`src/rtl/fp_aux_unit.sv`:
```
// Shared binary32 helper: fraction check of b, square of a, or truncated quotient a/b.
// Start/done pulse handshake. Results are loaded in DONE and held until the next DONE or reset.
module fp_aux_unit (
  input  logic        clk,
  input  logic        reset,
  input  logic        r_i,
  input  logic [1:0]  op,
  input  logic [31:0] a,
  input  logic [31:0] b,
  output logic        r_o,
  output logic        busy,
  output logic        err,
  output logic [31:0] res
);

  localparam int unsigned DW = 32;
  localparam int unsigned EW = 8;
  localparam int unsigned FW = 23;
  localparam int unsigned MW = 24;
  localparam int unsigned XW = 11;
  localparam int unsigned CW = 5;
  localparam int unsigned PW = 25;

  localparam logic [1:0]    OP_POW2   = 2'b01;
  localparam logic [1:0]    OP_DIV    = 2'b10;
  localparam logic [EW-1:0] E_MAX     = 8'd255;
  localparam logic [EW-1:0] E_BIAS    = 8'd127;
  localparam logic [EW-1:0] E_INT     = 8'd150;
  localparam logic [CW-1:0] DIV_STEPS = 5'd23;

  typedef enum logic [2:0] {S_IDLE, S_PREP, S_ITER, S_NORM, S_DONE} state_t;

  state_t          state;
  logic            held;
  logic [1:0]      op_q;
  logic [DW-1:0]   a_q;
  logic [DW-1:0]   b_q;
  logic [CW-1:0]   cnt;
  logic [PW-1:0]   prod_q;
  logic [MW-1:0]   rem_q;
  logic [MW:0]     quo_q;

  logic            sa_c, sb_c;
  logic [EW-1:0]   ea_c, eb_c;
  logic [FW-1:0]   fa_c, fb_c;
  logic [MW-1:0]   ma_c, mb_c;

  assign sa_c = a_q[31];
  assign sb_c = b_q[31];
  assign ea_c = a_q[30:23];
  assign eb_c = b_q[30:23];
  assign fa_c = a_q[22:0];
  assign fb_c = b_q[22:0];
  assign ma_c = {1'b1, fa_c};
  assign mb_c = {1'b1, fb_c};

  // Square keeps only bits 47:23 of the 48-bit mantissa product.
  logic [2*MW-1:0] mul_c;
  assign mul_c = 48'(ma_c) * 48'(ma_c);

  // Restoring divider: integer quotient bit, then one fraction bit per ITER cycle.
  logic          q0_c;
  logic [MW-1:0] rem0_c;
  logic [MW:0]   sh_c;
  logic          ge_c;
  logic [MW-1:0] rem1_c;

  assign q0_c   = (ma_c >= mb_c);
  assign rem0_c = q0_c ? (ma_c - mb_c) : ma_c;
  assign sh_c   = {rem_q, 1'b0};
  assign ge_c   = (sh_c >= {1'b0, mb_c});
  assign rem1_c = ge_c ? 24'(sh_c - {1'b0, mb_c}) : sh_c[MW-1:0];

  // Fraction check: the low (150-e) mantissa bits hold the fractional part.
  logic [CW-1:0] fr_sh_c;
  logic [FW-1:0] fr_mask_c;
  logic          fr_c;

  assign fr_sh_c   = 5'(E_INT - eb_c);
  assign fr_mask_c = 23'((24'd1 << fr_sh_c) - 24'd1);

  always_comb begin
    fr_c = 1'b0;
    if (eb_c == '0)          fr_c = 1'b0;
    else if (eb_c == E_MAX)  fr_c = 1'b1;
    else if (eb_c < E_BIAS)  fr_c = 1'b1;
    else if (eb_c >= E_INT)  fr_c = 1'b0;
    else                     fr_c = |(fb_c & fr_mask_c);
  end

  // Final packing of the selected operation, loaded into res/err on entry to DONE.
  logic signed [XW-1:0] pexp_c;
  logic signed [XW-1:0] dexp_c;
  logic [DW-1:0]        res_c;
  logic                 err_c;

  always_comb begin
    res_c  = '0;
    err_c  = 1'b0;
    pexp_c = $signed({2'b00, ea_c, 1'b0}) - $signed(11'd127) + $signed({10'd0, prod_q[24]});
    dexp_c = $signed({3'b000, ea_c}) - $signed({3'b000, eb_c}) + $signed(11'd127)
             - $signed({10'd0, ~quo_q[24]});
    case (op_q)
      OP_POW2: begin
        if (ea_c == E_MAX)              err_c = 1'b1;
        else if (ea_c == '0)            res_c = '0;
        else if (pexp_c >= 11'sd255)    err_c = 1'b1;
        else if (pexp_c <= 11'sd0)      res_c = '0;
        else res_c = {1'b0, pexp_c[7:0], (prod_q[24] ? prod_q[23:1] : prod_q[22:0])};
      end
      OP_DIV: begin
        if (ea_c == E_MAX || eb_c == E_MAX) err_c = 1'b1;
        else if (eb_c == '0)                err_c = 1'b1;
        else if (ea_c == '0)                res_c = {sa_c ^ sb_c, 31'd0};
        else if (dexp_c >= 11'sd255)        err_c = 1'b1;
        else if (dexp_c <= 11'sd0)          res_c = '0;
        else res_c = {sa_c ^ sb_c, dexp_c[7:0], (quo_q[24] ? quo_q[23:1] : quo_q[22:0])};
      end
      default: res_c = {31'd0, fr_c};
    endcase
  end

  // Control FSM and datapath registers; held blocks restart until r_i has dropped.
  always_ff @(posedge clk or negedge reset) begin
    if (!reset) begin
      state  <= S_IDLE;
      held   <= 1'b0;
      op_q   <= '0;
      a_q    <= '0;
      b_q    <= '0;
      cnt    <= '0;
      prod_q <= '0;
      rem_q  <= '0;
      quo_q  <= '0;
      r_o    <= 1'b0;
      busy   <= 1'b0;
      err    <= 1'b0;
      res    <= '0;
    end else begin
      if (!r_i) held <= 1'b0;
      case (state)
        S_IDLE: begin
          if (r_i && !held) begin
            held  <= 1'b1;
            op_q  <= op;
            a_q   <= a;
            b_q   <= b;
            busy  <= 1'b1;
            state <= S_PREP;
          end
        end
        S_PREP: begin
          rem_q <= rem0_c;
          quo_q <= {24'd0, q0_c};
          if (op_q == OP_POW2) begin
            cnt   <= '0;
            state <= S_ITER;
          end else if (op_q == OP_DIV) begin
            cnt   <= DIV_STEPS;
            state <= S_ITER;
          end else begin
            state <= S_NORM;
          end
        end
        S_ITER: begin
          if (op_q == OP_POW2) begin
            prod_q <= 25'(mul_c >> 23);
            state  <= S_NORM;
          end else begin
            rem_q <= rem1_c;
            quo_q <= {quo_q[MW-1:0], ge_c};
            if (cnt == '0) state <= S_NORM;
            else           cnt   <= cnt - 5'd1;
          end
        end
        S_NORM: begin
          res   <= res_c;
          err   <= err_c;
          r_o   <= 1'b1;
          state <= S_DONE;
        end
        S_DONE: begin
          r_o   <= 1'b0;
          busy  <= 1'b0;
          state <= S_IDLE;
        end
        default: state <= S_IDLE;
      endcase
    end
  end

endmodule

```
`config.mk`:
```
export PLATFORM = sky130hd
export DESIGN_NAME = fp_aux_unit
export DESIGN_NICKNAME = d
export VERILOG_FILES = /design/src/rtl/fp_aux_unit.sv
export SDC_FILE = /design/constraint.sdc
export NUM_CORES = 2
export LEC_CHECK = 0
export CAP_MARGIN = 10
export CELL_PAD_IN_SITES_DETAIL_PLACEMENT = 1
export CELL_PAD_IN_SITES_GLOBAL_PLACEMENT = 1
export CORE_MARGIN = 8
export CORE_UTILIZATION = 45
export DETAILED_ROUTE_END_ITERATION = 8
export GPL_TIMING_DRIVEN = 1
export PLACE_DENSITY = 0.81
export RECOVER_POWER = 100
export REMOVE_ABC_BUFFERS = 1
export SYNTH_ARGS = -nofsm -noshare
export SYNTH_HDL_FRONTEND = slang
export SYNTH_SLANG_ARGS = --single-unit
```
`constraint.sdc`:
```
create_clock -name clk -period 15.6 [get_ports clk]
set_input_delay 3.12 -clock clk [delete_from_list [all_inputs] [get_ports clk]]
set_output_delay 3.12 -clock clk [all_outputs]
set_load 0.01 [all_outputs]
```
==> metrics.csv <==
stage,metric,value,unit
final_timing,fin. max-slew vios,325,
flow_run,count of tool warnings,38,
clock_network,PostCTS Resize Cnt,0,
detailed_routing,Vias,21900,
synthesis,Area leader share,0.310,
final_layout,clock-cell share of area,0.0210,
final_timing,Max Clock Skew,0.0164,ns
synthesis,flip-flops with a built-in enable,0,
setup_path,CP peak stage delay,0.96,ns
synthesis,biggest area cells,"fa_1 (31%), dfrtp_1 (17%), ha_1 (11%)",
synthesis,cells after synthesis,3054,
synthesis,Mapped Avg Cell Area,9.06,sq um
final_timing,Period minus WS final,9.62,ns
placement,pre-CTS setup slack,6.58,ns
final_layout,Non-clk bufs,135,
clock_network,TritonCTS Buffers,17,
detailed_routing,DR WL/cell,22.0,microns
final_timing,Max Fclk,104,MHz
final_layout,Layout Area Growth over Synthesis,8.77,%
placement,IO Port Bufs,103,
setup_path,worst path cell trace,"clkinv_1, nor2_1, fa_1, fa_1, fa_1, inv_1, fa_1, inv_1, fa_1, fa_1, inv_1, fa_1, inv_1, ha_1, a21oi_1, o21ai_0, a211oi_1, a21oi_1, o21ai_0, o21bai_1, a21oi_1, nand3_1, a41o_1",
final_timing,Least-Margin Pin Slew,4.07,ns
setup_path,CP Max Fanout,21,
run_status,status,"complete, but fails checks",
synthesis,Synth Cell Area,0.0277,sq mm
floorplan,# IOs,104,
grt,initial antenna violation count,1,
synthesis,asr flop ratio synth,1.00,
clock_network,CTS tree,yes,
grt,first-pass GRT wire length,139000,microns
detailed_routing,vias per std cell,5.62,
placement,routability cong.,0.882,
final_timing,Final WS setup,5.98,ns
final_layout,fillers,7112,
final_layout,Inserted Diodes,1,
final_layout,nonclk inv count,675,
synthesis,ys flop type,dfrtp_1,
synthesis,top cell type by total area after synthesis,fa_1,
final_layout,clock buffers,17,
synthesis,"Seq share, synth",0.166,
synthesis,Post-synth top cells,"inv_1 (665), fa_1 (428), nand2_1 (334), ha_1 (253), dfrtp_1 (184)",
setup_path,CP Buf/Inv Count,5,
detailed_routing,total wire length,85600,microns
clock_network,H-tree levels,4,
final_timing,Tcrit/Tclk final,0.617,
clock_network,CTS Hold Bufs,0,
synthesis,"count leader, synth",inv_1,
final_layout,Multi-In Gates,2081,
flow_run,Max Cap Violations,6,
setup_path,Setup CP Type,reg -> reg,
grt,Overall Global Routing Usage,0.250,
final_layout,Top Registers,"a_q x32, b_q x32, res x32",
synthesis,ys flops,184,
run_status,violated checks,"max-capacitance violations, max-slew violations",
final_layout,buffer share of cell area,0.0416,
detailed_routing,drt drc,0,
final_layout,dominant kind of cell,logic gates,
synthesis,YS warnings,0,
final_timing,final setup vio count,0,
worst_hold_path,worst hold-check path type,reg -> reg,
detailed_routing,first drt pass iteration count,5,
grt,grt ovf,0,
floorplan,die area,0.0697,sq mm
final_layout,registers,184,
final_timing,Slew headroom,-1.72,
detailed_routing,Initial DRC Count,1278,
[routing by layer]
layer / vias up / global-route usage / part of all wire
met4: 0 / 0.0788 / 0.032
met1: 11300 / 0.314 / 0.41
met3: 181 / 0.0335 / 0.049
met5: - / 0 / 0
li1: 9789 / - / -
met2: 576 / 0.443 / 0.51
[worst paths after layout]
path                       startpoint          to  cells after the start  slack [ns]
min in group asynchronous       reset      b_q[8]                      1        3.98
max                           a_q[20]  prod_q[23]                     23        5.98
max in group asynchronous       reset   prod_q[8]                      2        6.33
min reg2reg                   res[12]     res[12]                      1        0.50
min                           res[12]     res[12]                      1        0.50
max reg2reg                   a_q[20]  prod_q[23]                     23        5.98
[metrics by stage]
step           cell area (sq um)  cells   util
6_report                   30100   3898  0.492
5_1_grt                    30100   3897  0.491
4_1_cts                    30200   3895  0.492
3_5_place_dp               29500   3863  0.482
3_3_place_gp               29500   3862  0.482
2_1_floorplan              27200   2940      -
[placed cells by master (no fill, tap or decap), types with 10 or more instances in the layout]
cell type and n:
and2_1 55, a21o_1 34, a22oi_1 13, clkdlybuf4s50_1 66
xor2_1 40, dfrtp_1 184, a21oi_1 121, nor2b_1 14
nand3_1 46, nor2_1 142, inv_1 665, a22o_1 31
a31oi_1 13, nand2_1 334, clkbuf_16 17, nor4_1 12
or2_2 10, buf_4 24, o22ai_1 34, mux2i_1 56
ha_1 253, and3_1 12, clkinv_1 10, nand2b_1 10
o21a_1 16, nand4_1 18, fa_1 428, nor3_1 18
mux2_2 68, xnor2_1 49, o21ai_0 128, dlygate4sd3_1 36
[cell families after synthesis]
family / synth area share
simple gates: 0.113
mux: 0.0487
xor+xnor: 0.0282
compound gates: 0.113
buf+inv: 0.107
fa+ha+maj: 0.424
flops: 0.166
floorplan.png
Bar = 100 microns. Pins as bars on the die edge. Tap cells in gray.
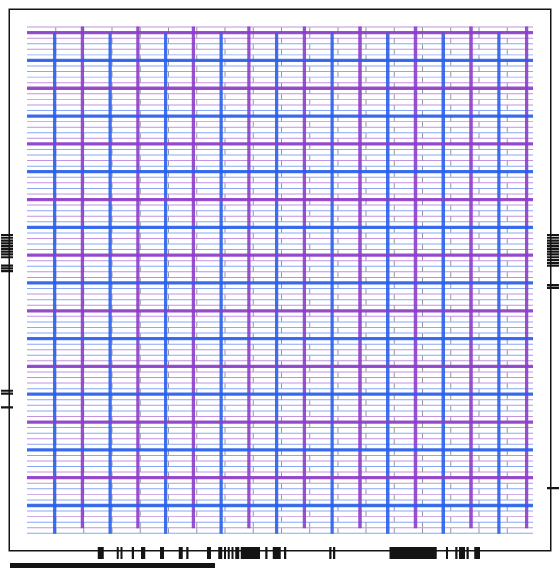
[VSS] blue
[VDD] purple
signal pins: 104
met4 straps: 18
Die X: 264 microns
Core ar.: 0.0613 sq mm
height of the die: 264 microns

class_map.png
Bar = 100 microns.
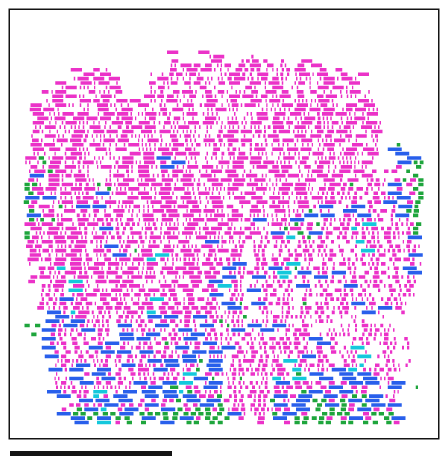
[remaining logic cells] magenta | cells: 2756 | share of their area: 78%
[sequential cells] blue | cells: 184 | share of their area: 16%
[remaining buffers and delay cells] green | cells: 135 | share of their area: 4.3%
[clock drivers and dummy loads] cyan | cells: 32 | share of their area: 2.2%
final instance area: 0.0301 sq mm
final core utilization: 0.492
Rows: 91
Seq area share: 0.153

clock_wires.png
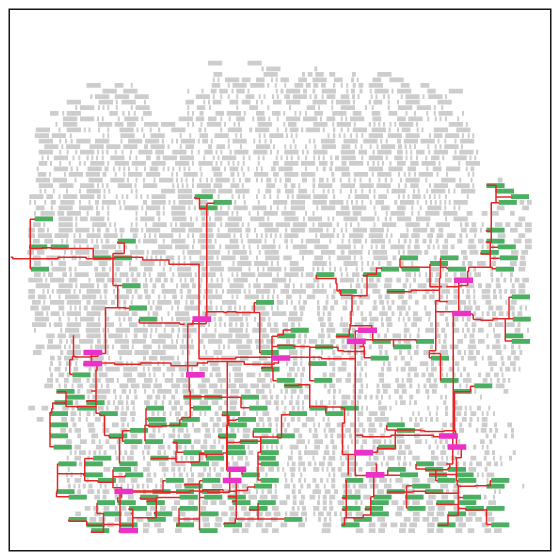
[clock wires] red | length: 3020 microns
[clock-net drivers] magenta | count: 17
[flip-flops] green | count: 184
routed clock nets: 18

